<file path="config.mk">
export PLATFORM = sky130hd
export DESIGN_NAME = regfile_write_arbiter
export DESIGN_NICKNAME = d
export VERILOG_FILES = /design/src/rtl/regfile_write_arbiter.sv
export SDC_FILE = /design/constraint.sdc
export NUM_CORES = 1
export LEC_CHECK = 0
export ABC_CLOCK_PERIOD_IN_PS = 3400
export CELL_PAD_IN_SITES_DETAIL_PLACEMENT = 1
export CELL_PAD_IN_SITES_GLOBAL_PLACEMENT = 1
export CORE_MARGIN = 8
export CORE_UTILIZATION = 30
export DETAILED_ROUTE_END_ITERATION = 8
export HOLD_SLACK_MARGIN = 0.05
export PLACE_DENSITY_LB_ADDON = 0.1
export SYNTH_ARGS = -nofsm -noshare
export SYNTH_HDL_FRONTEND = slang
export SYNTH_SLANG_ARGS = --single-unit
</file>
<file path="constraint.sdc">
create_clock -name clk -period 3.4 [get_ports clk]
set_clock_uncertainty 0.15 [all_clocks]
set_input_delay 1.02 -clock clk [delete_from_list [all_inputs] [get_ports clk]]
set_output_delay 1.02 -clock clk [all_outputs]
set_load 0.03 [all_outputs]
</file>
<file path="src/rtl/regfile_write_arbiter.sv">
`default_nettype none
// ============================================================================
// Module   : regfile_write_arbiter
// Purpose  : Round-robin arbiter sharing the register-file write port between
//            the ALU writeback (req0) and the load writeback (req1); registers
//            the winner and drives a one-hot write-enable vector.
// Option   : RFARB_R0_DROP_EN - accepted writes to register 0 issue with
//            wr_en=0 and wr_valid=0 so $zero is never written.
// Revision : 1.0 - initial release
// ============================================================================
module regfile_write_arbiter #(
    parameter int DATA_W = 32,
    parameter int ADDR_W = 5
) (
    input  logic                   clk,
    input  logic                   reset,
    input  logic                   en,
    input  logic                   req0_valid,
    input  logic [ADDR_W-1:0]      req0_addr,
    input  logic [DATA_W-1:0]      req0_data,
    output logic                   req0_ready,
    input  logic                   req1_valid,
    input  logic [ADDR_W-1:0]      req1_addr,
    input  logic [DATA_W-1:0]      req1_data,
    output logic                   req1_ready,
    output logic [(1<<ADDR_W)-1:0] wr_en,
    output logic [ADDR_W-1:0]      wr_addr,
    output logic [DATA_W-1:0]      wr_data,
    output logic                   wr_valid,
    output logic                   wr_src,
    output logic [15:0]            wr_count
);

    localparam int c_NREG = 1 << ADDR_W;

    logic                r_pri;
    logic [c_NREG-1:0]   r_wr_en;
    logic [ADDR_W-1:0]   r_wr_addr;
    logic [DATA_W-1:0]   r_wr_data;
    logic                r_wr_valid;
    logic                r_wr_src;
    logic [15:0]         r_wr_count;

    logic                w_gnt0;
    logic                w_gnt1;
    logic                w_gnt_any;
    logic                w_sel_src;
    logic [ADDR_W-1:0]   w_sel_addr;
    logic [DATA_W-1:0]   w_sel_data;
    logic [c_NREG-1:0]   w_decode;
    logic                w_drop;

    // No grant while in reset, so a request coinciding with reset stays pending
    assign w_gnt0    = !reset && en && req0_valid && (!req1_valid || !r_pri);
    assign w_gnt1    = !reset && en && req1_valid && (!req0_valid ||  r_pri);
    assign w_gnt_any = w_gnt0 || w_gnt1;
    assign w_sel_src = w_gnt1;

    assign req0_ready = w_gnt0;
    assign req1_ready = w_gnt1;

    always_comb begin
        w_sel_addr = req0_addr;
        w_sel_data = req0_data;
        if (w_sel_src) begin
            w_sel_addr = req1_addr;
            w_sel_data = req1_data;
        end
    end

    always_comb begin
        w_decode             = '0;
        w_decode[w_sel_addr] = 1'b1;
    end

`ifdef RFARB_R0_DROP_EN
    assign w_drop = (w_sel_addr == '0);
`else
    assign w_drop = 1'b0;
`endif

    always_ff @(posedge clk) begin
        if (reset) begin
            r_pri      <= 1'b0;
            r_wr_en    <= '0;
            r_wr_addr  <= '0;
            r_wr_data  <= '0;
            r_wr_valid <= 1'b0;
            r_wr_src   <= 1'b0;
            r_wr_count <= '0;
        end else if (w_gnt_any) begin
            r_pri      <= !w_sel_src;
            r_wr_addr  <= w_sel_addr;
            r_wr_data  <= w_sel_data;
            r_wr_src   <= w_sel_src;
            r_wr_valid <= !w_drop;
            r_wr_en    <= w_drop ? '0 : w_decode;
            r_wr_count <= r_wr_count + 16'd1;
        end else begin
            r_wr_valid <= 1'b0;
            r_wr_en    <= '0;
        end
    end

    assign wr_en    = r_wr_en;
    assign wr_addr  = r_wr_addr;
    assign wr_data  = r_wr_data;
    assign wr_valid = r_wr_valid;
    assign wr_src   = r_wr_src;
    assign wr_count = r_wr_count;

endmodule
`default_nettype wire

</file>
**Ports around the boundary**

Pins as bars across the die edge, other pins in gray.
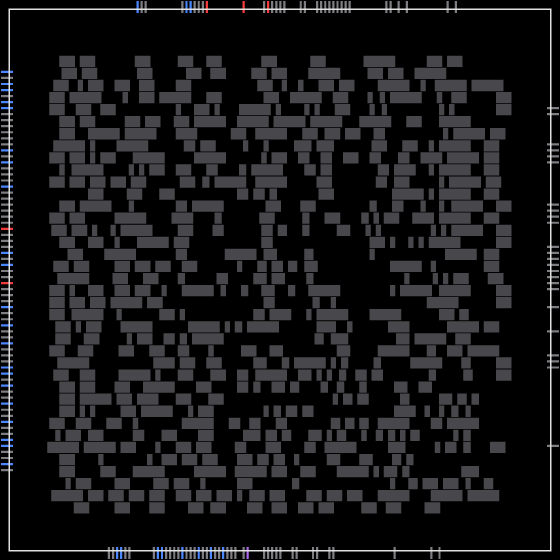
wr_src: marked purple, pins 1, direction output, edge bottom. req0_data: marked blue, pins 32, direction input, edge 21 left, 8 bottom, 3 top. wr_addr: marked red, pins 5, direction output, edge 3 top, 2 left.

**Sequential cells colored by netlist name**

Bar = 20 um. Other sequential cells in the stronger gray, the rest of the logic in the fainter gray.
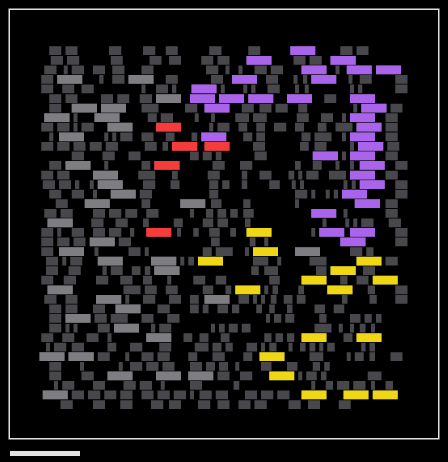
wr_en: marked purple, sequential cells 32. wr_addr: marked red, sequential cells 5. wr_count: marked yellow, sequential cells 16.
Another 35 sequential cells are not colored.

==> results.txt <==
Latest figures from synthesis and place and route.

The run finished with clean final reports. The endpoint with the worst hold slack is wr_count[15]. By area the synthesized netlist is led by dfxtp_1 53%, a222oi_1 9.3%, nor2_1 8.5%.

Sorting the Yosys area breakdown by cell type puts at the top dfxtp_1. The number of antenna diodes in the final layout is 0. The initialized floorplan defines 38 standard-cell rows. The synthesized netlist cell count is about 350.

The power in combinational cells is 350 uW. The post-route netlist has under 10% of its cells at a drive strength greater than 1. The maximum vdd ir drop is 0.000217 V.

The top cell type's share of synthesized area is a little over half. The peak per-stage delay on the critical path is ~0.5 ns. Per report_power, the combinational group accounts for about 17% of the total.

The kind of path behind the tightest hold check is flip-flop to flip-flop. The largest power group is registers. The wire length on met1 is between 4 and 5 mm. The sequential group power is around 1.1 mW. TritonCTS built the clock tree. The count of distinct cell types in the synthesized netlist is between 40 and 50. The final layout report lists a clock buffer count of 11. The synthesized-area fraction occupied by ao, oa, aoi and oai cells is between 10% and 20%. The number of cells on the critical path is 5.

The ratio of final minimum period to clock period is between 90 and 100%. The layout report gives the multi-input gate share of total cell area as 27.6%. OpenROAD emitted warnings numbering 26. Yosys stat counts 352 cells in the synthesized netlist. The worst-case max-slew headroom was logged as roughly three fifths.

The endpoint arrival time on the critical path is roughly 2.1 ns. The synthesis run shows multiplexers occupying between 4 and 5% of the cell area. Tracing the worst setup path back leads to its startpoint at en. The top layer used by detailed routing is met4. Per the repair_timing log after CTS, setup buffers inserted total 0.

Listed in order, past its start point the critical path passes clkdlybuf4s50_1 > and2b_1 > nand3_1 > inv_1 > buf_4. The net count of the finished layout is 597. The first global-routing pass estimated 19.4 mm of wire.

The internal cell power is between 1.5 and 2 mW. The reg2reg setup slack is about 1.3 ns. The power report attributes to the sequential group a share of 51.3%.

Tap insertion was completed with about 140 tapcells. TritonRoute output was used to compute an average wire per cell of 18.6 um. The floorplan step set the die height to approximately 120 um.

Per the synthesis report, the simple-gate share of the synthesized area is around 22%. Once detail routing completed, the nets flagged for antenna violations numbered 0. In the hold timing report, the worst path depth is 1. The length of the first detailed-routing pass in iterations is 5. Yosys reported that registers with async set or reset make up 0%.

The met2 layer usage reported by global route is approximately 27%. The pin count of the biggest net entering global routing is about 48. Once detailed placement completed, the half-perimeter wirelength came to ~9.3 mm.

According to the floorplan report, the die width is roughly 120 um. The sequential cell area fraction in the yosys report is a little over half. The number of gates resized after CTS is 0. For this design the total switching power over the nets is between 500 and 600 uW. The endpoint required time on the critical path is 2.23 ns.

The family of cells with the greatest summed delay on the critical path is buffers and inverters. The end of the worst register-to-register path is wr_count[12]. The buffering stage count on the worst path with inverters included is 3. For this run, global-route usage on met3 was measured as around 8.8%. The busiest layer in global routing is met2. Before any placement, the netlist area is recorded as roughly 3400 um2. The count of unresolved DRC violations after routing is 0.

The sequential cell count is 88. The top fanout value on the critical path is 2. The final timing report derives a shortest allowable period of 3.25 ns. The growth of design area from synthesis to finish is 60.1%. The primary flip-flop cell chosen by synthesis mapping is dfxtp_1.

The number of cells on the worst reg-to-reg path is 5. In this run, the synthesized area fraction spent on xor and xnor cells is recorded as under 10%. The final max-slew violation count recorded for this run is 0. The non-clock buffer instance count of the final layout is between 150 and 200. For this block, the initial DRC count from the detailed router was around 270. The total of buffers placed on input and output ports is around 170. The final timing report counts setup violations totalling 0. The routing usage on met1 is 17.5%. Counting the inverters off the clock network in the layout gives 4.

Across all layers, the routed design uses between 3000 and 4000 vias. Clock-pin slew was measured on the worst setup and hold paths at roughly 0.08 ns. The die covers 14800 um2. The critical path start-end classification is input port to primary output.

Buffers inserted to repair hold after CTS numbered 0. The clock sink count is 88. The via count of the first global-routing pass came to between 3000 and 4000.

The net count of the mapped netlist is between 400 and 500. The post-synth count of flops with an enable pin is 0. The fraction of final cell area spent on non-clock buffers in this run is between 30 and 40%.

The launching point of the worst reg2reg path is wr_count[0]. The wire length recorded after detailed routing is ~12 mm. Counting endpoints that fail hold in the final report gives 0. Clock tree synthesis selected as its root buffer the cell clkbuf_8. The worst setup path is captured at a primary output. The area figure in the yosys stat output is between 3000 and 4000 um2. In this run, placement finished with an instance count of 646. The kind of start point of the critical path is an input port. For reference, full adder, half adder and majority cells occupy 0.373% of the area reported after synthesis. For reference, the post-synthesis area per instance comes to roughly 9.5 um2. Looking at hold timing, the worst path starts from wr_count[15].

The floorplan step records an initial core utilization of between 30% and 40%. The run reported a max-capacitance violation count of 0. After detailed routing, the met3 layer carries approximately 1.4 mm of wire.

At the later pin of the worst-skew pair, clock insertion delay measures approximately 0.36 ns. The leading cell category by total area is registers. Setup repair after global routing left no endpoint under its margin. The leakage power summed over all cells is approximately 1.9 nW. For reference, the top cells by count after synthesis are 88 x dfxtp_1, 76 x nor2_1, 31 x a222oi_1, 21 x clkbuf_1. The routed design uses approximately 6 mm of met2 wire. The layout has between 1000 and 1500 filler cells. The total overflow left after global routing is 0. The I/O pin count is 168. For this run, the number of standard cells in the final layout without fillers is about 660. The end point of the critical path is req0_ready. During synthesis, Yosys emitted a total of 0 warnings. The clock buffer count from CTS is 9.

The number of levels in the clock H-tree is 3. The maximum achievable frequency is ~0.31 GHz. The slowest stage of the critical path is the clkdlybuf4s50_1 cell. According to the floorplan report, the placeable core area is around 11000 um2. Adding up every negative setup slack in the final design gives 0 ns.

The buffer levels on the longest clock path is 2. The final weighted congestion in routability-driven placement is 0.739.
## logic make-up (layout without fill, tap and decap cells)
logic type | after synthesis | after routing
and+or+nand+nor | 148 | 148
DFF | 88 | 88
AOI/OAI and AO/OA | 66 | 66
buffers and inverters | 29 | 199
muxes | 15 | 15
xor gates and xnor gates | 5 | 5
adders and majority gates | 1 | 1
## metrics by stage
step                power (mW)  hold slack (ns)  setup WS, ns  util, %  area [um2]
finish                    2.10            0.327         0.148     49.3        5370
detailed placement        1.45            0.314         0.107     47.6        5190
global placement          1.45            0.297         0.122     47.6        5190
floorplan                 1.26            0.328         0.283        -        3350
CTS                       2.14            0.331         0.103     49.3        5370
global route              2.21            0.356        0.0367     49.3        5370
## cell usage in the layout, fill, tap and decap left out, types with 2 or more instances in the layout
| cell | netlist | routed |
|---|---|---|
| mux2_2 | 3 | 3 |
| mux2i_1 | 12 | 12 |
| nand2b_1 | 8 | 8 |
| or4_1 | 2 | 2 |
| a31o_2 | 2 | 2 |
| clkbuf_8 | 0 | 10 |
| xnor2_1 | 2 | 2 |
| o31ai_1 | 2 | 2 |
| clkdlybuf4s50_1 | 0 | 164 |
| nand3_1 | 7 | 7 |
| nor3_1 | 4 | 4 |
| and2b_1 | 2 | 2 |
| nand4_1 | 6 | 6 |
| xor2_1 | 3 | 3 |
| buf_4 | 1 | 14 |
| nor3b_1 | 6 | 6 |
| dfxtp_1 | 88 | 88 |
| o21ai_0 | 10 | 10 |
| clkinvlp_4 | 0 | 3 |
| nor4b_1 | 2 | 2 |
| nor4_1 | 3 | 3 |
| nand3b_1 | 10 | 10 |
| or2_2 | 2 | 2 |
| a222oi_1 | 31 | 31 |
| o21ai_2 | 3 | 3 |
| nand2_1 | 12 | 12 |
| nor2_1 | 76 | 75 |
| inv_1 | 3 | 3 |
| a21oi_1 | 12 | 12 |
Power is estimated from default activity; no workload was simulated.
